[src/rtl/fifo_write_arbiter.sv]
// fifo_write_arbiter: round-robin owner of a shared FIFO write port.
// One requester holds the port for up to max_burst accepted words, then the
// port returns to IDLE for one cycle and the priority pointer moves past the
// previous owner so every requester is eventually served.
module fifo_write_arbiter #(
    parameter int width     = 4,
    parameter int nreq      = 4,
    parameter int max_burst = 4
) (
    input  logic                  clk,
    input  logic                  rst_n,
    input  logic [nreq-1:0]       req,
    input  logic [nreq*width-1:0] req_data,
    input  logic                  fifo_full,
    output logic                  fifo_write,
    output logic [width-1:0]      fifo_data,
    output logic [nreq-1:0]       ack,
    output logic [nreq-1:0]       grant,
    output logic                  busy
);

    localparam int PW = (nreq > 1) ? $clog2(nreq) : 1;
    localparam int CW = $clog2(max_burst + 1);
    localparam logic [CW-1:0] MAX_CNT = CW'(max_burst);

    typedef enum logic {
        IDLE = 1'b0,
        OWN  = 1'b1
    } state_t;

    state_t          state_q, state_d;
    logic [nreq-1:0] grant_q, grant_d;
    logic [PW-1:0]   ptr_q, ptr_d;
    logic [CW-1:0]   cnt_q, cnt_d;

    logic [PW-1:0]   owner_idx;
    logic            owner_req;
    logic [nreq-1:0] sel_onehot;
    logic            sel_found;
    logic [CW-1:0]   cnt_inc;
    logic [width-1:0] masked_data [nreq];

    // Each requester's word is gated by its own grant bit so the OR below is
    // a clean one-hot mux that yields zero when nobody owns the port.
    for (genvar gi = 0; gi < nreq; gi++) begin : g_mask
        assign masked_data[gi] = req_data[gi*width +: width] & {width{grant_q[gi]}};
    end

    // Combine the gated words into the FIFO data bus.
    always_comb begin
        fifo_data = '0;
        for (int i = 0; i < nreq; i++) begin
            fifo_data = fifo_data | masked_data[i];
        end
    end

    // Binary index of the current owner, used to advance the pointer.
    always_comb begin
        owner_idx = '0;
        for (int i = 0; i < nreq; i++) begin
            if (grant_q[i]) begin
                owner_idx = PW'(i);
            end
        end
    end

    // First requesting bit at or above ptr, wrapping past nreq-1 back to 0.
    always_comb begin
        sel_onehot = '0;
        sel_found  = 1'b0;
        for (int k = 0; k < nreq; k++) begin
            if (!sel_found && req[(int'(ptr_q) + k) % nreq]) begin
                sel_onehot[(int'(ptr_q) + k) % nreq] = 1'b1;
                sel_found = 1'b1;
            end
        end
    end

    assign owner_req  = |(grant_q & req);
    assign fifo_write = (state_q == OWN) && owner_req && !fifo_full;
    assign ack        = grant_q & req & {nreq{fifo_write}};
    assign grant      = grant_q;
    assign busy       = (state_q == OWN);
    assign cnt_inc    = cnt_q + CW'(1);

    // Next-state logic: arbitrate in IDLE, count beats or release in OWN.
    always_comb begin
        state_d = state_q;
        grant_d = grant_q;
        ptr_d   = ptr_q;
        cnt_d   = cnt_q;
        case (state_q)
            IDLE: begin
                if (sel_found) begin
                    grant_d = sel_onehot;
                    cnt_d   = '0;
                    state_d = OWN;
                end
            end
            OWN: begin
                // A dropped request releases even if the FIFO is also full.
                if (!owner_req || (!fifo_full && (cnt_inc == MAX_CNT))) begin
                    grant_d = '0;
                    state_d = IDLE;
                    ptr_d   = PW'((int'(owner_idx) + 1) % nreq);
                    cnt_d   = '0;
                end else if (!fifo_full) begin
                    cnt_d = cnt_inc;
                end
            end
            default: begin
                state_d = IDLE;
                grant_d = '0;
                cnt_d   = '0;
            end
        endcase
    end

    // State registers with asynchronous active-low reset.
    always_ff @(posedge clk or negedge rst_n) begin
        if (!rst_n) begin
            state_q <= IDLE;
            grant_q <= '0;
            ptr_q   <= '0;
            cnt_q   <= '0;
        end else begin
            state_q <= state_d;
            grant_q <= grant_d;
            ptr_q   <= ptr_d;
            cnt_q   <= cnt_d;
        end
    end

endmodule

[config.mk]
export PLATFORM = sky130hd
export DESIGN_NAME = fifo_write_arbiter
export DESIGN_NICKNAME = d
export VERILOG_FILES = /design/src/rtl/fifo_write_arbiter.sv
export SDC_FILE = /design/constraint.sdc
export NUM_CORES = 1
export LEC_CHECK = 0
export ABC_CLOCK_PERIOD_IN_PS = 4400
export CAP_MARGIN = 25
export CELL_PAD_IN_SITES_DETAIL_PLACEMENT = 0
export CELL_PAD_IN_SITES_GLOBAL_PLACEMENT = 1
export CORE_MARGIN = 2
export CORE_UTILIZATION = 36
export CTS_BUF_LIST = sky130_fd_sc_hd__clkbuf_16
export CTS_CLUSTER_SIZE = 24
export DETAILED_ROUTE_END_ITERATION = 16
export PLACE_DENSITY_LB_ADDON = 0.08
export SLEW_MARGIN = 20
export SYNTH_ARGS = -nofsm -noshare
export SYNTH_HDL_FRONTEND = slang
export SYNTH_SLANG_ARGS = --single-unit
export TNS_END_PERCENT = 50
[constraint.sdc]
create_clock -name clk -period 4.4 [get_ports clk]
set_input_delay 0.66 -clock clk [delete_from_list [all_inputs] [get_ports clk]]
set_output_delay 0.66 -clock clk [all_outputs]
set_load 0.1 [all_outputs]
==> qor.txt, run 1 <==
Status: completed
Number of flops mapped to enable cells by yosys: 0
CP startpoint: req_data[11]
Top pwr grp: combinational logic
Slew HR: 0.3505
Core Box Area: 3053 um^2
Setup TNS: 0 ns
Top Layout Cells: 31 x clkdlybuf4s50_1, 17 x nand2_1, 10 x a22oi_1, 10 x dfrtp_1
Gr busiest metal: met2
Detailed placer's ending HPWL: 2373 um
Max Root-Sink Buffers: 2
Io pins: 37
Largest net degree at the start of global routing: 27
Synth cell count leaders: 17 x nand2_1, 10 x a22oi_1, 10 x dfrtp_1
Die ar.: 3699 um^2
Register Area: 250.2 um^2
Design area: 1565 um^2
Critical path endpoint category: primary output
Seq group: 0.209 mW
Worst reg2reg path depth: 6
DP Area: 1486 um^2
Xor+xnor area frac: 0
Area of the multi-input gates: 807.0 um^2
Top sig layer: met4
Init Core Util: 0.3807
Synth logic family: AND-OR/OR-AND gates
FILL cells: 305
Mapped cell area: 1162 um^2
Gp weighted congestion: 0.7832
Seq share, synth: 0.2153
Clock root buffer: clkbuf_16
Critical Path RT: 3.74 ns
Post_cts resized: 0
Max Freq: 324.4 MHz
Crit path max fanout: 1
Syn-to-layout area delta: 34.66%
Most frequent logic cell in the layout: clkdlybuf4s50_1
Most numerous cell in the Yosys netlist: nand2_1
run 1: registers in the layout (all words and copies together), names as in the netlist:
name and count:
grant 4, cnt_q 3, ptr_q 2, busy 1
run 1: area by class of cell:
| type | instances | share of cell area |
|---|---|---|
| Clock buffer | 3 | 0.04796 |
| Clock inverter | 1 | 0.002398 |
| Multi-Input combinational cell | 110 | 0.5156 |
| Inverter | 7 | 0.01679 |
| Timing Repair Buffer | 36 | 0.2222 |
| Tap cell | 44 | 0.03517 |
| Sequential cell | 10 | 0.1599 |
run 1: worst max-delay path, stage by stage:
cell and delay [ns]:
clkdlybuf4s50_1 0.46, a22oi_1 0.08, nand2_1 0.09, clkdlybuf4s50_1 1.13
Figure 1. Power grid (run 1).
The bar under the picture is 20 um long. Pins as bars on the die edge.
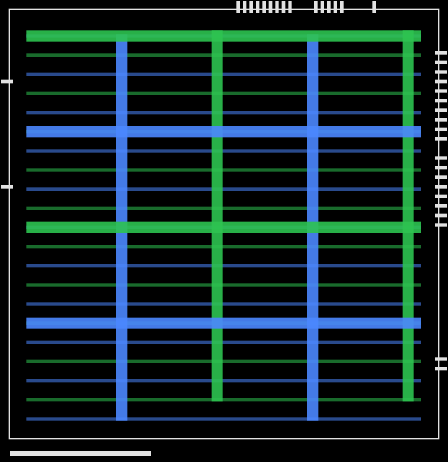
VSS: marked blue. VDD: marked green.
4 straps on met4. 4 straps on met5. 21 met1 rails follow the rows.

Figure 2. Track usage over the die (run 1).
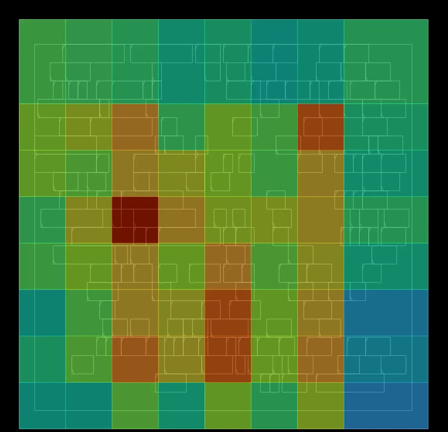
grt met1 use: 0.2500
M3 GR Usage: 0.03625
GRT Util Overall: 0.1734
GR Layer Usage met2: 0.2719

Figure 3. Cells colored by class (run 1).
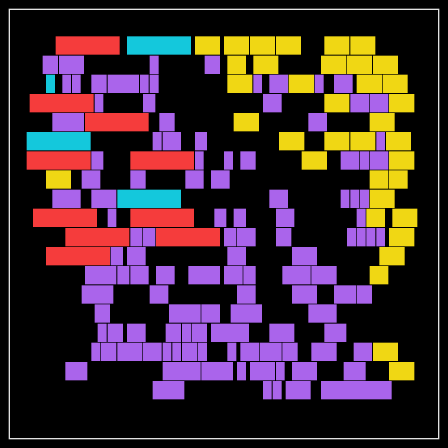
sequential cells: marked red, cells 10. clock drivers and dummy loads: marked cyan, cells 4. remaining buffers and delay cells: marked yellow, cells 36. combinational and other logic: marked purple, cells 117.

Figure 4. Cell density map (run 1).
The bar under the picture is 20 um long. The die is cut into 6 by 6 equal tiles; black is low, pale yellow is high, 0 to 100% covered.
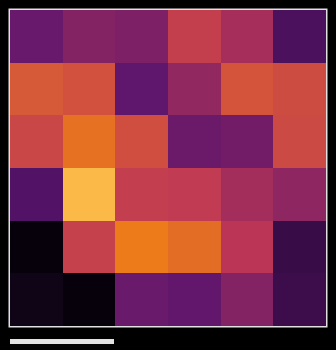
The mean over all tiles is 41%. 2.8% of the tiles are over 75% full. The densest ninth of the die: west. 5.6% of the tiles are nearly empty.

--- run 2 (diff from run 1) ---
Settings changed: ABC_CLOCK_PERIOD_IN_PS 4400 to 2800, CORE_UTILIZATION 36 to 30.
Clock period 4.4 ns to 2.8 ns, I/O delays scaled along.
Figure 5. I/O nets highlighted (run 2).
The bar under the picture is 20 um long.
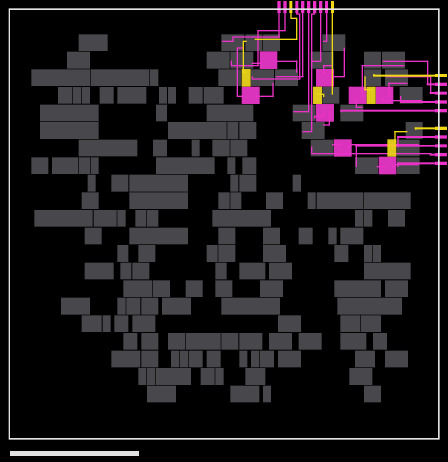
req_data: marked magenta, bits 16, direction input, end cells 8, buffers 16, wire 286 um. fifo_data: marked yellow, bits 4, direction output, end cells 4, buffers 4, wire 50.6 um.

==> run 2 against run 1 <==
Net effect:
- hold slack barely moved
- clock power increased by 52%
- sequential cell count stayed put
- synthesized area did not move
- via count decreased by 0.70%
- power increased by 59%
- utilization shrank 7.2 points
- critical endpoint is now fifo_write
- largest power group unchanged
==> qor.txt, run 2 <==
Status: completed
Hold violation total from the final report: 0
Top sig layer: met4
Critical Path RT: 2.38 ns (-1.36 ns)
# clk buffers: 3 (unchanged)
Seq/total area: 0.1538 (-0.006026)
Grt met1 use: 0.2029 (-0.04712)
TAP cells: 48 (+9.1%)
Gp weighted congestion: 0.8533 (+9.0%)
Number of flops mapped to enable cells by yosys: 0 (unchanged)
Htree depth: 1
Core Box Area: 3689 um^2 (+21%)
Synth logic family: AND-OR/OR-AND gates
Clock root buffer: clkbuf_16
Setup TNS: 0 ns (unchanged)
Mapped cell area: 1162 um^2 (unchanged)
Combinational Gates: 110 (unchanged)
Synth cell count leaders: 17 x nand2_1, 10 x a22oi_1, 10 x dfrtp_1
M3 GR Usage: 0.02896 (-0.007287)
Logic inverters: 7 (unchanged)
Register Area: 250.2 um^2 (unchanged)
Xor+xnor area frac: 0 (unchanged)
Most numerous cell in the Yosys netlist: nand2_1
Non-clock buffers, area share: 0.2477 (+0.02547)
Post_cts resized: 0 (unchanged)
Top cell category: multi-input combinational cells
DP Area: 1551 um^2 (+4.4%)
CP max-delay cell: clkdlybuf4s50_1
Fraction of area in multi-input gates: 0.4992 (-0.01636)
Crit path max fanout: 9 (+8)
Clk sinks: 10
Worst reg2reg path depth: 6 (unchanged)
Detailed placer's ending HPWL: 2540 um (+7.0%)
GR Layer Usage met2: 0.2638 (-0.008139)
Top Layout Cells: 22 x clkdlybuf4s50_1, 17 x nand2_1, 11 x buf_4
Flop count: 10 (unchanged)
Die ar.: 4388 um^2 (+19%)
Cell family with most CP delay: buffers and inverters
Slew HR: 0.6344 (+0.2838)
Cell Chain, Critical Path: clkdlybuf4s50_1, a22oi_1, a21oi_1, nor2b_2, buf_12
Max Root-Sink Buffers: 2 (unchanged)
Clock network area share: 0.04615 (-0.004206)
Largest net degree at the start of global routing: 26 (-3.7%)
Max FFs per register: 4 (unchanged)
Worst path max stage delay: 0.69 ns (-0.44 ns)
Seq share, synth: 0.2153 (unchanged)
Max Freq: 413.7 MHz
Syn-to-layout area delta: 39.94%
Design area: 1627 um^2 (+3.9%)
Figure 6. Cells colored by class (run 2).
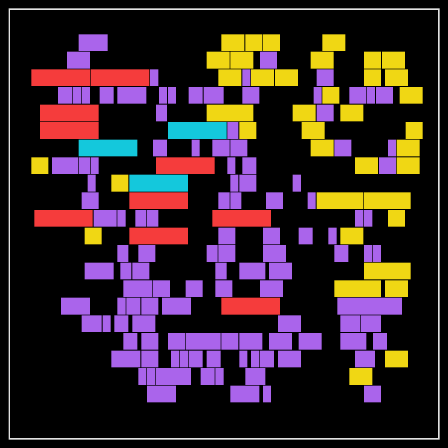
combinational and other logic: marked purple, cells 117. remaining buffers and delay cells: marked yellow, cells 38. clock drivers: marked cyan, cells 3. sequential cells: marked red, cells 10.

-- run 2: cell counts after synthesis --
Identical to the previous run, type by type.
-- run 2: how the worst max path moves through the flow --
stage | slack (ns) | startpoint | cells past startpoint | endpoint
global placement | 0.38 | req[0] | 5 | fifo_write
floorplan | -0.18 | grant[2] | 3 | ack[2]
detailed placement | 0.37 | req[0] | 5 | grant[0]
global route | 0.28 | req[0] | 5 | fifo_write
finish | 0.38 | req[0] | 5 | fifo_write
CTS | 0.37 | req[0] | 5 | fifo_write
-- run 2: power groups by stage --
stage                     logic (mW)  clock network (mW)  registers [mW]
after floorplan                0.891                   0           0.431
after global placement          1.34                   0           0.270
after detailed placement        1.34                   0           0.273
after CTS                       1.34               0.250           0.271
after global routing            1.43               0.258           0.281
final                           1.33               0.244           0.269
Power is estimated from default activity; no workload was simulated.
